===== src/rtl/m_store_align_pkg.sv =====
// Shared types for the M-stage store path: store opcodes and the entry FSM states.
package m_store_align_pkg;

   typedef enum logic [1:0] {
      ST_NONE = 2'b00,
      ST_SB   = 2'b01,
      ST_SH   = 2'b10,
      ST_SW   = 2'b11
   } st_op_e;

   typedef enum logic {
      S_IDLE = 1'b0,
      S_HOLD = 1'b1
   } st_state_e;

endpackage


===== src/rtl/m_store_lane.sv =====
// Store lane steering: replicates narrow data across lanes, builds byte enables, flags misalignment.
module m_store_lane
   import m_store_align_pkg::*;
#(
   parameter int DW = 32
) (
   input  st_op_e          op,
   input  logic [1:0]      addr_lo,
   input  logic [DW-1:0]   data,
   output logic [3:0]      be,
   output logic [DW-1:0]   wdata,
   output logic            misaligned
);

   always_comb begin
      be         = 4'b0000;
      wdata      = '0;
      misaligned = 1'b0;
      case (op)
         ST_SB: begin
            be    = 4'b0001 << addr_lo;
            wdata = {4{data[7:0]}};
         end
         ST_SH: begin
            be         = addr_lo[1] ? 4'b1100 : 4'b0011;
            wdata      = {2{data[15:0]}};
            misaligned = addr_lo[0];
         end
         ST_SW: begin
            be         = 4'b1111;
            wdata      = data;
            misaligned = |addr_lo;
         end
         default: ;
      endcase
   end

endmodule


===== src/rtl/m_store_align.sv =====
// M-stage store buffer: one entry, issued to memory with valid/ready; misaligned stores raise AdES instead.
module m_store_align
   import m_store_align_pkg::*;
#(
   parameter int AW = 32,
   parameter int DW = 32
) (
   input  logic            clk,
   input  logic            reset,
   input  logic            in_valid,
   output logic            out_ready,
   input  logic [1:0]      in_op,
   input  logic [AW-1:0]   in_addr,
   input  logic [DW-1:0]   in_data,
   input  logic [31:0]     in_pc,
   output logic            out_mem_valid,
   input  logic            in_mem_ready,
   output logic [AW-1:0]   out_mem_addr,
   output logic [DW-1:0]   out_mem_wdata,
   output logic [3:0]      out_mem_be,
   output logic [31:0]     out_mem_pc,
   output logic            out_exc_ades,
   output logic [31:0]     out_exc_pc
);

   st_state_e       state_q, state_d;
   logic [AW-1:0]   addr_q, addr_d;
   logic [DW-1:0]   wdata_q, wdata_d;
   logic [3:0]      be_q, be_d;
   logic [31:0]     pc_q, pc_d;
   logic            exc_q, exc_d;
   logic [31:0]     exc_pc_q, exc_pc_d;

   logic [3:0]      lane_be;
   logic [DW-1:0]   lane_wdata;
   logic            lane_mis;
   logic            accept;
   logic            load;
   logic            drain;

   m_store_lane #(.DW(DW)) u_lane (
      .op         (st_op_e'(in_op)),
      .addr_lo    (in_addr[1:0]),
      .data       (in_data),
      .be         (lane_be),
      .wdata      (lane_wdata),
      .misaligned (lane_mis)
   );

   // Valid/ready: a request moves when in_valid & out_ready; the entry retires when
   // out_mem_valid & in_mem_ready. out_ready never looks at in_valid.
   assign out_ready = (state_q == S_IDLE) | in_mem_ready;
   assign accept    = in_valid & out_ready;
   assign load      = accept & (st_op_e'(in_op) != ST_NONE) & ~lane_mis;
   assign drain     = (state_q == S_HOLD) & in_mem_ready;

   always_comb begin
      state_d  = state_q;
      addr_d   = addr_q;
      wdata_d  = wdata_q;
      be_d     = be_q;
      pc_d     = pc_q;
      exc_d    = accept & lane_mis;
      exc_pc_d = exc_pc_q;
      if (load) begin
         state_d = S_HOLD;
         addr_d  = {in_addr[AW-1:2], 2'b00};
         wdata_d = lane_wdata;
         be_d    = lane_be;
         pc_d    = in_pc;
      end else if (drain) begin
         state_d = S_IDLE;
      end
      if (accept & lane_mis) begin
         exc_pc_d = in_pc;
      end
   end

   always_ff @(posedge clk) begin
      if (!reset) begin
         state_q  <= S_IDLE;
         addr_q   <= '0;
         wdata_q  <= '0;
         be_q     <= '0;
         pc_q     <= '0;
         exc_q    <= 1'b0;
         exc_pc_q <= '0;
      end else begin
         state_q  <= state_d;
         addr_q   <= addr_d;
         wdata_q  <= wdata_d;
         be_q     <= be_d;
         pc_q     <= pc_d;
         exc_q    <= exc_d;
         exc_pc_q <= exc_pc_d;
      end
   end

   assign out_mem_valid = (state_q == S_HOLD);
   assign out_mem_addr  = addr_q;
   assign out_mem_wdata = wdata_q;
   assign out_mem_be    = be_q;
   assign out_mem_pc    = pc_q;
   assign out_exc_ades  = exc_q;
   assign out_exc_pc    = exc_pc_q;

endmodule


===== config.mk =====
export PLATFORM = sky130hd
export DESIGN_NAME = m_store_align
export DESIGN_NICKNAME = d
export VERILOG_FILES = /design/src/rtl/m_store_align_pkg.sv /design/src/rtl/m_store_lane.sv /design/src/rtl/m_store_align.sv
export SDC_FILE = /design/constraint.sdc
export NUM_CORES = 1
export LEC_CHECK = 0
export CAP_MARGIN = 20
export CORE_MARGIN = 1
export CORE_UTILIZATION = 31
export DETAILED_ROUTE_END_ITERATION = 7
export SYNTH_ARGS = -nofsm -noshare
export SYNTH_HDL_FRONTEND = slang
export SYNTH_SLANG_ARGS = --single-unit
export TNS_END_PERCENT = 5

===== constraint.sdc =====
create_clock -name clk -period 3.1 [get_ports clk]
set_input_delay 0.93 -clock clk [delete_from_list [all_inputs] [get_ports clk]]
set_output_delay 0.93 -clock clk [all_outputs]
set_load 0.02 [all_outputs]

==> changes_impl.md, run 1 <==
## Flow update

* Distinct cells, synth at 26
* Post-Synth Adder-Cell Area at 0
* Power Clock at 1.82 mW
* Leak at 3.13 nW
* Yosys stat area at 4970 µm²
* Peak Freq at 0.330 GHz
* Compound-Gate Fraction of Synth Area at 0.134
* Cells after synthesis at 592
* Status: finished clean
* RD Place Congestion at 0.783
* Hold depth at 2
* Flop pwr share at 0.415
* Drt wl/cell at 15.1 µm
* CP top delay family: buffers and inverters
* Simple-Gate Fraction of Synth Area at 0.200
* Area grow syn2layout at 61.7%
* Post-Syn Area per Cell at 8.40 µm²
* Number of synthesized register bits at 132
* Hold Vio Cnt, Final at 0
* Hold Slack at 451 ps
* Area fraction in mux cells at 0.0816
* Post-CTS setup buffers at 0
* Metal2 WL at 7640 µm
* Min-delay src: out_mem_pc[16]
* CP Capture Type: primary output
* R2R depth at 6
* # diodes at 0
* RSZ-0062 raised after global routing: false
* Total iterations of the first detailed-routing run at 5
* # clock sinks at 132
* FF-to-FF Start: out_mem_valid
* All-layer global routing usage at 0.188
* Int Power at 3.29 mW
* Seq group at 1.84 mW
* Number of buffers added on ports at 234
* Metal1 wirelength at 6430 µm
* DR DRC count at 0
* Setup TNS at 0 ps
* CP required at 2170 ps
* Fin crit share at 0.977
* Hold WC Path Type: flop to flop
* Gate Area at 2100 µm²
* Core area at 15400 µm²
* H-Tree Depth at 4
* Initial antenna violation count at 0
* Leading power group: registers
* Post-synthesis cell area at 4970 µm²
* Min cycle time layout at 3030 ps
* Synth Seq Share at 0.532
* Psw at 1.15 mW
* Combinational gate power at 0.781 mW
* TritonCTS clock tree: yes
* Worst setup SP type: primary input
* DRT antenna net count at 0
* Post-CTS Hold Buffers at 0
* Crit Path Category: primary input to primary output
* Vias per cell at 4.72
* Vias in the first global route at 4689
* Max-slew headroom at 0.593
* Nets@finish at 910
* Grt met2 use at 0.318
* Proportion of power drawn by the clock network at 0.409
* Num CTS Buffers at 17
* Most frequent logic cell in the layout: clkdlybuf4s50_1
* Die Size at 16500 µm²
* # IOs at 237
* Crit Reg-Reg Endpoint: out_mem_wdata[16]
* Worst Skew at 7.12 ps
* Switching share of total power at 0.260
* Crit path cell chain: clkdlybuf4s50_1 > nand2b_1 > clkdlybuf4s50_1
* Yosys xor share at 0
* Row count at 45
* HPWL Detailed at 10700 µm
* # fillers at 1468
* CTS root buf: clkbuf_16
==> run 1: cells in the mapped netlist <==
library cell,instances
nor2_1,62
nand2_1,165
nand3_1,8
inv_1,2
a21oi_1,83
o2111a_1,1
nand4b_1,1
clkinv_1,1
conb_1,1
a211oi_1,6
clkbuf_1,24
o2111ai_2,1
buf_6,1
a311oi_1,10
or2_1,1
o21ai_0,3
buf_4,9
nand2b_1,1
dfxtp_1,132
a221oi_1,8
buf_2,15
mux2_2,4
nor3_1,14
a21oi_2,1
mux2i_1,36
nor2b_1,2
==> run 1: stage by stage <==
stage / total power, mW / area (µm²) / utilization / worst slack (ps) / instances
after floorplan: 2.25 / 4970 / - / 964 / 593
after global placement: 2.65 / 7500 / 0.486 / 69.2 / 1000
after detailed placement: 2.67 / 7500 / 0.486 / 62.6 / 1000
after CTS: 4.51 / 8040 / 0.521 / 62.6 / 1031
after global routing: 4.65 / 8040 / 0.521 / 33.3 / 1031
final: 4.44 / 8040 / 0.521 / 70.2 / 1031
==> run 1: worst max path at each step <==
stage / from / to / slack, ps / cells after the start
after floorplan: in_mem_ready / out_ready / 960 / 1
after detailed placement: in_mem_ready / out_ready / 60 / 3
after global placement: in_mem_ready / out_ready / 70 / 3
final: in_mem_ready / out_ready / 70 / 3
after global routing: in_mem_ready / out_ready / 30 / 3
after CTS: in_mem_ready / out_ready / 60 / 3
==> run 1: cell type report <==
type                            instances  share of cell area
Sequential cell                       132               0.329
Inverter                                3             0.00171
Tap cell                              211              0.0328
Timing Repair Buffer                  245               0.309
Clock buffer                           20              0.0556
Multi-Input combinational cell        409               0.261
Clock inverter                         11              0.0107
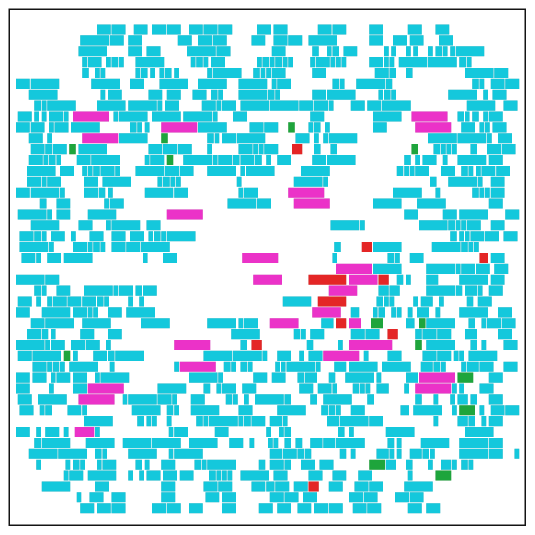
run_1/drive_strength.png
(4 px per µm)
| size | colour | cells | most used |
|---|---|---|---|
| drive 6 and up | magenta | 25 | clkbuf_16 |
| drive 2 | green | 13 | clkinv_2 |
| drive 3 to 4 | red | 10 | buf_4 |
| drive 1 or less | cyan | 772 | clkdlybuf4s50_1 |

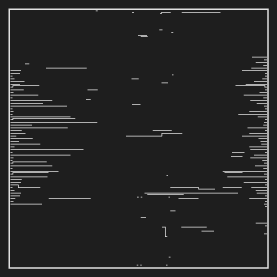
run_1/met3.png
(2 px per µm)
wire length on this layer: 1140 µm
longest straight run: 46.5 µm
share of all routed wire: 7.3%
nets with wire on the layer: 135
main direction: horizontal

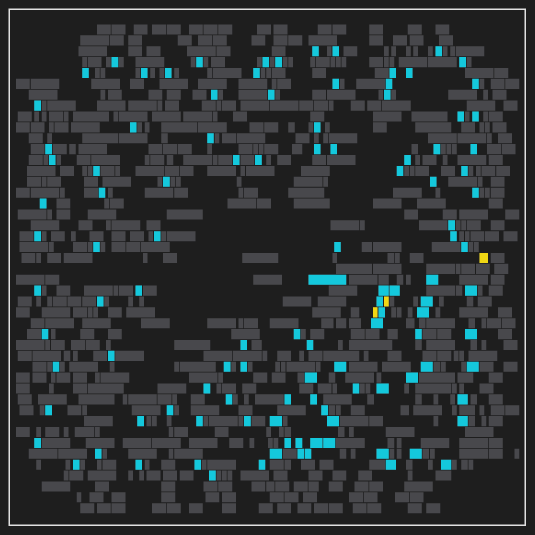
run_1/gate_families.png
(4 px per µm)
| family | colour | cells | most used |
|---|---|---|---|
| inverters | yellow | 3 | inv_1 |
| inverting AOI/OAI gates | cyan | 112 | a21oi_1 |

run_1/final_congestion.png
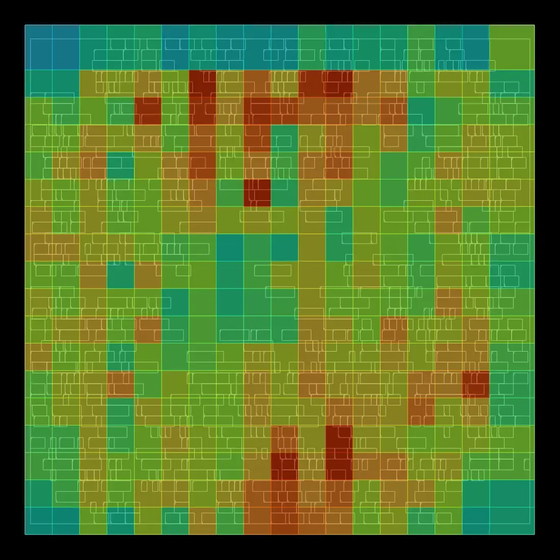

==> run 1 -> run 2 <==
--- a/config.mk
+++ b/config.mk
@@ -5,9 +5,11 @@
 export SDC_FILE = /design/constraint.sdc
 export NUM_CORES = 1
 export LEC_CHECK = 0
+export ABC_AREA = 1
 export CAP_MARGIN = 20
 export CORE_MARGIN = 1
 export CORE_UTILIZATION = 31
+export CTS_CLUSTER_SIZE = 25
 export DETAILED_ROUTE_END_ITERATION = 7
 export SYNTH_ARGS = -nofsm -noshare
 export SYNTH_HDL_FRONTEND = slang
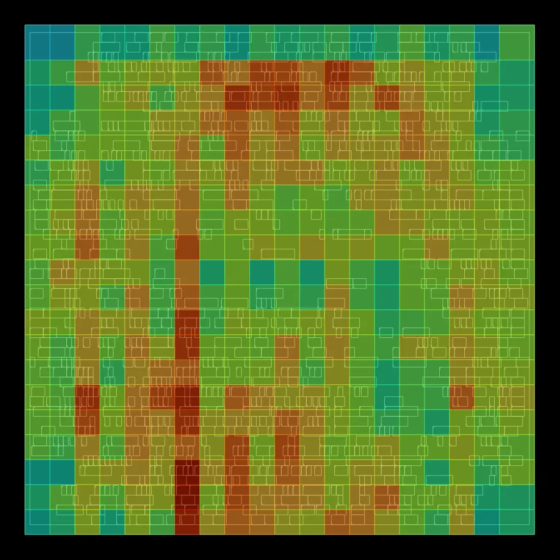
run_2/final_congestion.png
grt peak-use layer: met2
drt wl/cell: 14.2 µm
all-layer global routing usage: 0.191
M3 GR Usage: 0.0465
met1 Track Usage GR: 0.249

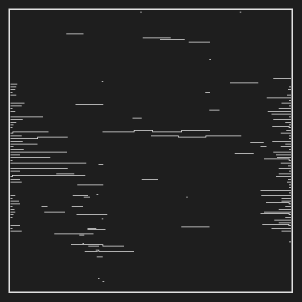
run_2/met3.png
(2 px per µm)
main direction: horizontal
wire length on this layer: 1020 µm
longest straight run: 37.5 µm
nets with wire on the layer: 124

==> changes_impl.md, run 2 <==
## Flow update

* Num CTS Buffers at 17
* Peak Freq at 0.333 GHz
* Core area at 18800 µm²
* CP required at 2170 ps
* Initial cell density of the core at 0.318
* # IOs at 237
* Distinct cells, synth at 19
* Synth top cell by count: nand2_1
* H-Tree Depth at 4
* Die Size at 19800 µm²
* Worst Skew at 3.94 ps
* Setup TNS at 0 ps
* Min cycle time layout at 3010 ps
* Vias per cell at 4.58
* Cell count after placement at 1299
* Critical-path maximum fanout at 2
* R2R depth at 8
* Max-slew headroom at 0.644
* Post-route cell area at 9100 µm²
* Leak at 3.95 nW
* Final worst slack at 92.6 ps
* Hold depth at 2
* Area grow syn2layout at 52.4%
* Power Total at 5.04 mW
* Post-CTS Hold Buffers at 0
* Hold WC Path Type: flop to flop
* Top cells by count: nand2_1, nor2_1, dfxtp_1, nand3_1, a21oi_1
* # diodes at 0
* CTS root buf: clkbuf_16
* Crit Reg-Reg Endpoint: out_mem_pc[27]
* Min-delay src: out_mem_addr[13]
* Post-CTS setup buffers at 0
* Post-Place Setup Slack at 94.7 ps
* Vias in the first global route at 5633
* Post-synthesis cell area at 5970 µm²
* RD Place Congestion at 0.788
* Synth Seq Share at 0.442
* Most frequent logic cell in the layout: clkdlybuf4s50_1
* CP Capture Type: primary output
* Number of enable flip-flop cells at 0
* Status: finished clean
* RSZ-0062 raised after global routing: false
* Fin util at 0.485
* Die width at 141 µm
* DRT antenna net count at 0
* Crit Path Category: primary input to primary output
* CP top delay family: buffers and inverters
* FFs w/ async S/R, synth at 0
* Total iterations of the first detailed-routing run at 5
* Cells after synthesis at 881
* Worst setup SP type: primary input
* Hold Slack at 477 ps
* HPWL Detailed at 12500 µm
* Initial antenna violation count at 0
* Critical path depth at 4
* Placed cell areas at 8510 µm²
* Number of synthesized register bits at 132
* Hold Vio Cnt, Final at 0
* Post-Syn Area per Cell at 6.78 µm²
* TritonCTS clock tree: yes
* # clock sinks at 132
* FF-to-FF Start: out_mem_valid
* Number of buffers added on ports at 234
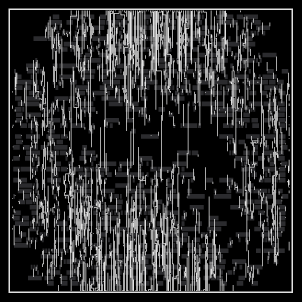
run_2/met2.png
(2 px per µm)
longest straight run: 52.4 µm
nets with wire on the layer: 851

==> run 2: cells by family after synthesis <==
kind of cell / count (synthesis) / share of synthesized area
DFF: 132 / 0.442
other: 1 / 0.000628
buffers and inverters: 130 / 0.0987
AOI/OAI and AO/OA: 90 / 0.0754
and+or+nand+nor: 528 / 0.383
==> run 2: report_power, final <==
group | internal, mW | switching (mW) | total [mW]
clock | 1.27 | 0.750 | 2.02
combinational | 0.520 | 0.602 | 1.12
sequential | 1.83 | 0.0674 | 1.90
total | 3.62 | 1.42 | 5.04
==> run 2: worst max-delay path by stage <==
stage / startpoint / end
4_1_cts: in_mem_ready / out_ready
6_report: in_mem_ready / out_ready
2_1_floorplan: in_mem_ready / out_ready
3_5_place_dp: in_mem_ready / out_ready
3_3_place_gp: in_mem_ready / out_ready
5_1_grt: in_mem_ready / out_ready
==> run 2: layer usage <==
| metal | track usage | vias up | share of wire |
|---|---|---|---|
| met4 | 0.0698 | 0 | 0.018 |
| met5 | 0 | - | 0 |
| met2 | 0.307 | 171 | 0.45 |
| li1 | - | 3188 | - |
| met3 | 0.0465 | 25 | 0.054 |
| met1 | 0.249 | 2707 | 0.47 |
==> run 2: cell type report <==
type	count	area, µm²	share of cell area
Timing Repair Buffer	253	2580	0.284
Multi-Input combinational cell	620	2770	0.304
Sequential cell	132	2640	0.290
Tap cell	234	293	0.0322
Inverter	60	225	0.0247
Clock buffer	24	492	0.0540
Clock inverter	8	98.8	0.0109
==> run 2: worst reg2reg max path, cell delays in order (launching register included) <==
cell and delay [ps]:
dfxtp_1 310, nand2_1 80, buf_4 110, nand2_1 150, nor2_4 250, buf_12 290, nand3_1 200, nand2_1 80
nor2_1 40
==> run 2 -> run 3 <==
--- a/config.mk
+++ b/config.mk
@@ -11,7 +11,9 @@
 export CORE_UTILIZATION = 31
 export CTS_CLUSTER_SIZE = 25
 export DETAILED_ROUTE_END_ITERATION = 7
+export SKIP_LAST_GASP = 1
+export SLEW_MARGIN = 10
 export SYNTH_ARGS = -nofsm -noshare
 export SYNTH_HDL_FRONTEND = slang
 export SYNTH_SLANG_ARGS = --single-unit
-export TNS_END_PERCENT = 5
+export TNS_END_PERCENT = 10
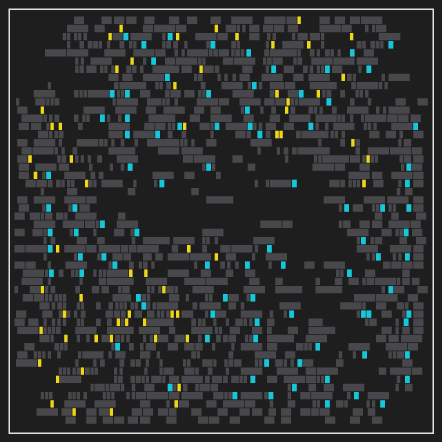
run_3/gate_families.png
(3 px per µm)
| family | colour | cells | most used | where |
|---|---|---|---|---|
| inverters | yellow | 60 | inv_1 | all over the die |
| inverting AOI/OAI gates | cyan | 90 | a21oi_1 | all over the die |

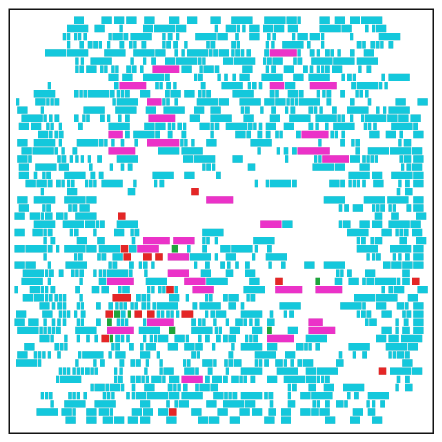
run_3/drive_strength.png
(3 px per µm)
| size | colour | cells | most used |
|---|---|---|---|
| drive 6 and up | magenta | 31 | clkbuf_16 |
| drive 3 to 4 | red | 17 | buf_4 |
| drive 1 or less | cyan | 1041 | clkdlybuf4s50_1 |
| drive 2 | green | 8 | clkinv_2 |

==> changes_impl.md, run 3 <==
## Flow update

* Remaining Overflow, GRT at 0
* Area leader share at 0.442
* Worst Max-Slew Pin Slew at 535 ps
* Worst Skew at 3.94 ps
* Initial antenna violation count at 0
* MaxCap Viol Count at 0
* Total number of vias at 6091
* Pwr Density at 554 nW/µm²
* TritonCTS clock tree: yes
* Post-synthesis cell area at 5970 µm²
* Post-Synth Adder-Cell Area at 0
* Yosys top cell by area: dfxtp_1
* Peak Freq at 0.333 GHz
* Leak at 3.95 nW
* Synth Seq Share at 0.442
* Total iterations of the first detailed-routing run at 5
* All-layer global routing usage at 0.191
* Setup TNS at 0 ps
* Clock transition at path regs at 60 ps
* Critical-path maximum fanout at 2
* Hold WC Path Type: flop to flop
* Arrival time of the worst setup path at 2080 ps
* # fillers at 1985
* Gate Area at 2770 µm²
* Post-CTS setup buffers at 0
* Most common cell on crit path: clkdlybuf4s50_1
* Max-slew headroom at 0.644
* RD Place Congestion at 0.788
* Drt wl/cell at 14.2 µm
* Ratio of cells with drive above 1 in the final layout at 0.0510
* Worst-Skew Late Latency at 410 ps
* Top cells by count: nand2_1, nor2_1, dfxtp_1, nand3_1, a21oi_1
* Top logic family: simple AND/OR/NAND/NOR gates
* Post-Syn Area per Cell at 6.78 µm²
* Largest cells by area after synthesis: dfxtp_1, nand2_1, nor2_1, nand3_1, a21oi_1
* Ys cells at 881
* Hold Vio Cnt, Final at 0
* Power Total at 5.04 mW
* Crit Path Category: primary input to primary output
* CP Capture Type: primary output
* Total Wirelength at 18900 µm
* Placed cell areas at 8510 µm²
* Fin crit share at 0.970
* VDD IR max at 360 µV
* Die width at 141 µm
* FF+latch area at 2640 µm²
* Largest net degree at the start of global routing at 102
* FFs w/ async S/R, synth at 0
* Num CTS Buffers at 17
* Die Y at 141 µm
* Final worst slack at 92.6 ps
* Yosys stat area at 5970 µm²
* # diodes at 0
* HPWL Detailed at 12500 µm
* Synth Flop Type: dfxtp_1
* Number of enable flip-flop cells at 0
* Max Slew Vio Count at 0
* Number of buffers added on ports at 234
* Post-route cell area at 9100 µm²
* CP required at 2170 ps
* CTS root buf: clkbuf_16
* Die Size at 19800 µm²
* DRT antenna net count at 0
* Compound-Gate Fraction of Synth Area at 0.0754
* Yosys warning count at 0
* OpenROAD warning count at 28
* Distinct cells, synth at 19
* Post-Place Setup Slack at 94.7 ps
* Final setup fails at 0
* Synth top cell by count: nand2_1
* Area fraction in mux cells at 0
* CTS resizes at 0
* Crit path cell chain: clkdlybuf4s50_1 > inv_1 > nand2_1 > clkdlybuf4s50_1
* Min cycle time layout at 3010 ps
* Post-CTS Hold Buffers at 0
* Reg-to-reg slack, setup at 1500 ps
* Area grow syn2layout at 52.4%
* # clock sinks at 132
* Min-delay src: out_mem_addr[13]
* FF-to-FF Start: out_mem_valid
* Worst setup SP type: primary input
* Row count at 50
* DRT iter0 DRCs at 302
* Slowest cell delay on critical path at 600 ps
* Simple-Gate Fraction of Synth Area at 0.383
* Number of synthesized register bits at 132
* Vias per cell at 4.58
* Status: finished clean
* # IOs at 237
* Global-route wire length before repair at 29900 µm
* Core area at 18800 µm²
* Top cells excl fill/tap: clkdlybuf4s50_1, nand2_1, nor2_1, dfxtp_1, nand3_1
* Nets@finish at 1186
* RSZ-0062 raised after global routing: false
* Cells after synthesis at 881
* CP max stage cell: clkdlybuf4s50_1
* H-Tree Depth at 4
* Vias in the first global route at 5633
* Crit path from: in_mem_ready
* Most frequent logic cell in the layout: clkdlybuf4s50_1
* DR DRC count at 0
* Initial cell density of the core at 0.318
* Yosys xor share at 0
* Clk buf depth at 2
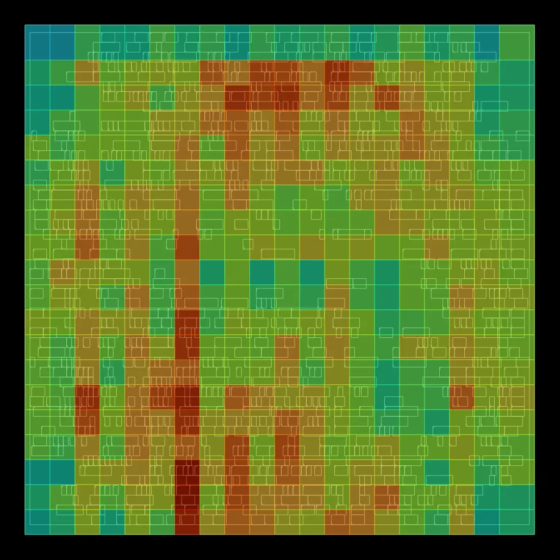
run_3/final_congestion.png
fin util: 0.485
grt met2 use: 0.307

## run 3: cell counts in the layout (fill, tap and decap cells not counted)
Identical to the previous run, type by type.
## run 3: routing by layer
metal,track usage,share of wire,up-vias,wire length [µm]
li1,-,-,3188,-
met1,0.249,0.47,2707,8940
met5,0,0,-,0
met4,0.0698,0.018,0,339
met3,0.0465,0.054,25,1020
met2,0.307,0.45,171,8590
## run 3: cell type report
cell class,count,share of cell area
clock inverters,8,0.0109
flip-flops and latches,132,0.290
clock buffers,24,0.0540
repair buffers,253,0.284
multi-input cells,620,0.304
well taps,234,0.0322
inverters,60,0.0247
## run 3: logic make-up (layout without fill, tap and decap cells)
kind of cell / Yosys count / count (layout)
buffers and inverters: 130 / 345
and+or+nand+nor: 528 / 528
AOI/OAI and AO/OA: 90 / 90
DFF: 132 / 132
other: 1 / 2
## run 3: per-stage QoR
stage	std cells	util	hold WS, ps
floorplan	882	-	558
global placement	1299	0.453	459
detailed placement	1299	0.453	468
CTS	1331	0.485	484
global route	1331	0.485	494
finish	1331	0.485	477
## run 3: final timing paths
check                                        end  depth (start not counted)
worst max register to register    out_mem_pc[27]                          8
worst min-delay path            out_mem_addr[13]                          2
worst max-delay path                   out_ready                          4
worst min register to register  out_mem_addr[13]                          2
## run 3: power by group
part           switching, mW  internal (mW)
Sequential            0.0674           1.83
Clock                  0.750           1.27
Combinational          0.602          0.520
## run 3: critical path: cells and delay by family
kind	cells	cell delay (ps)
buf+inv	3	1090
simple gates	1	60
Power is estimated from default activity; no workload was simulated.
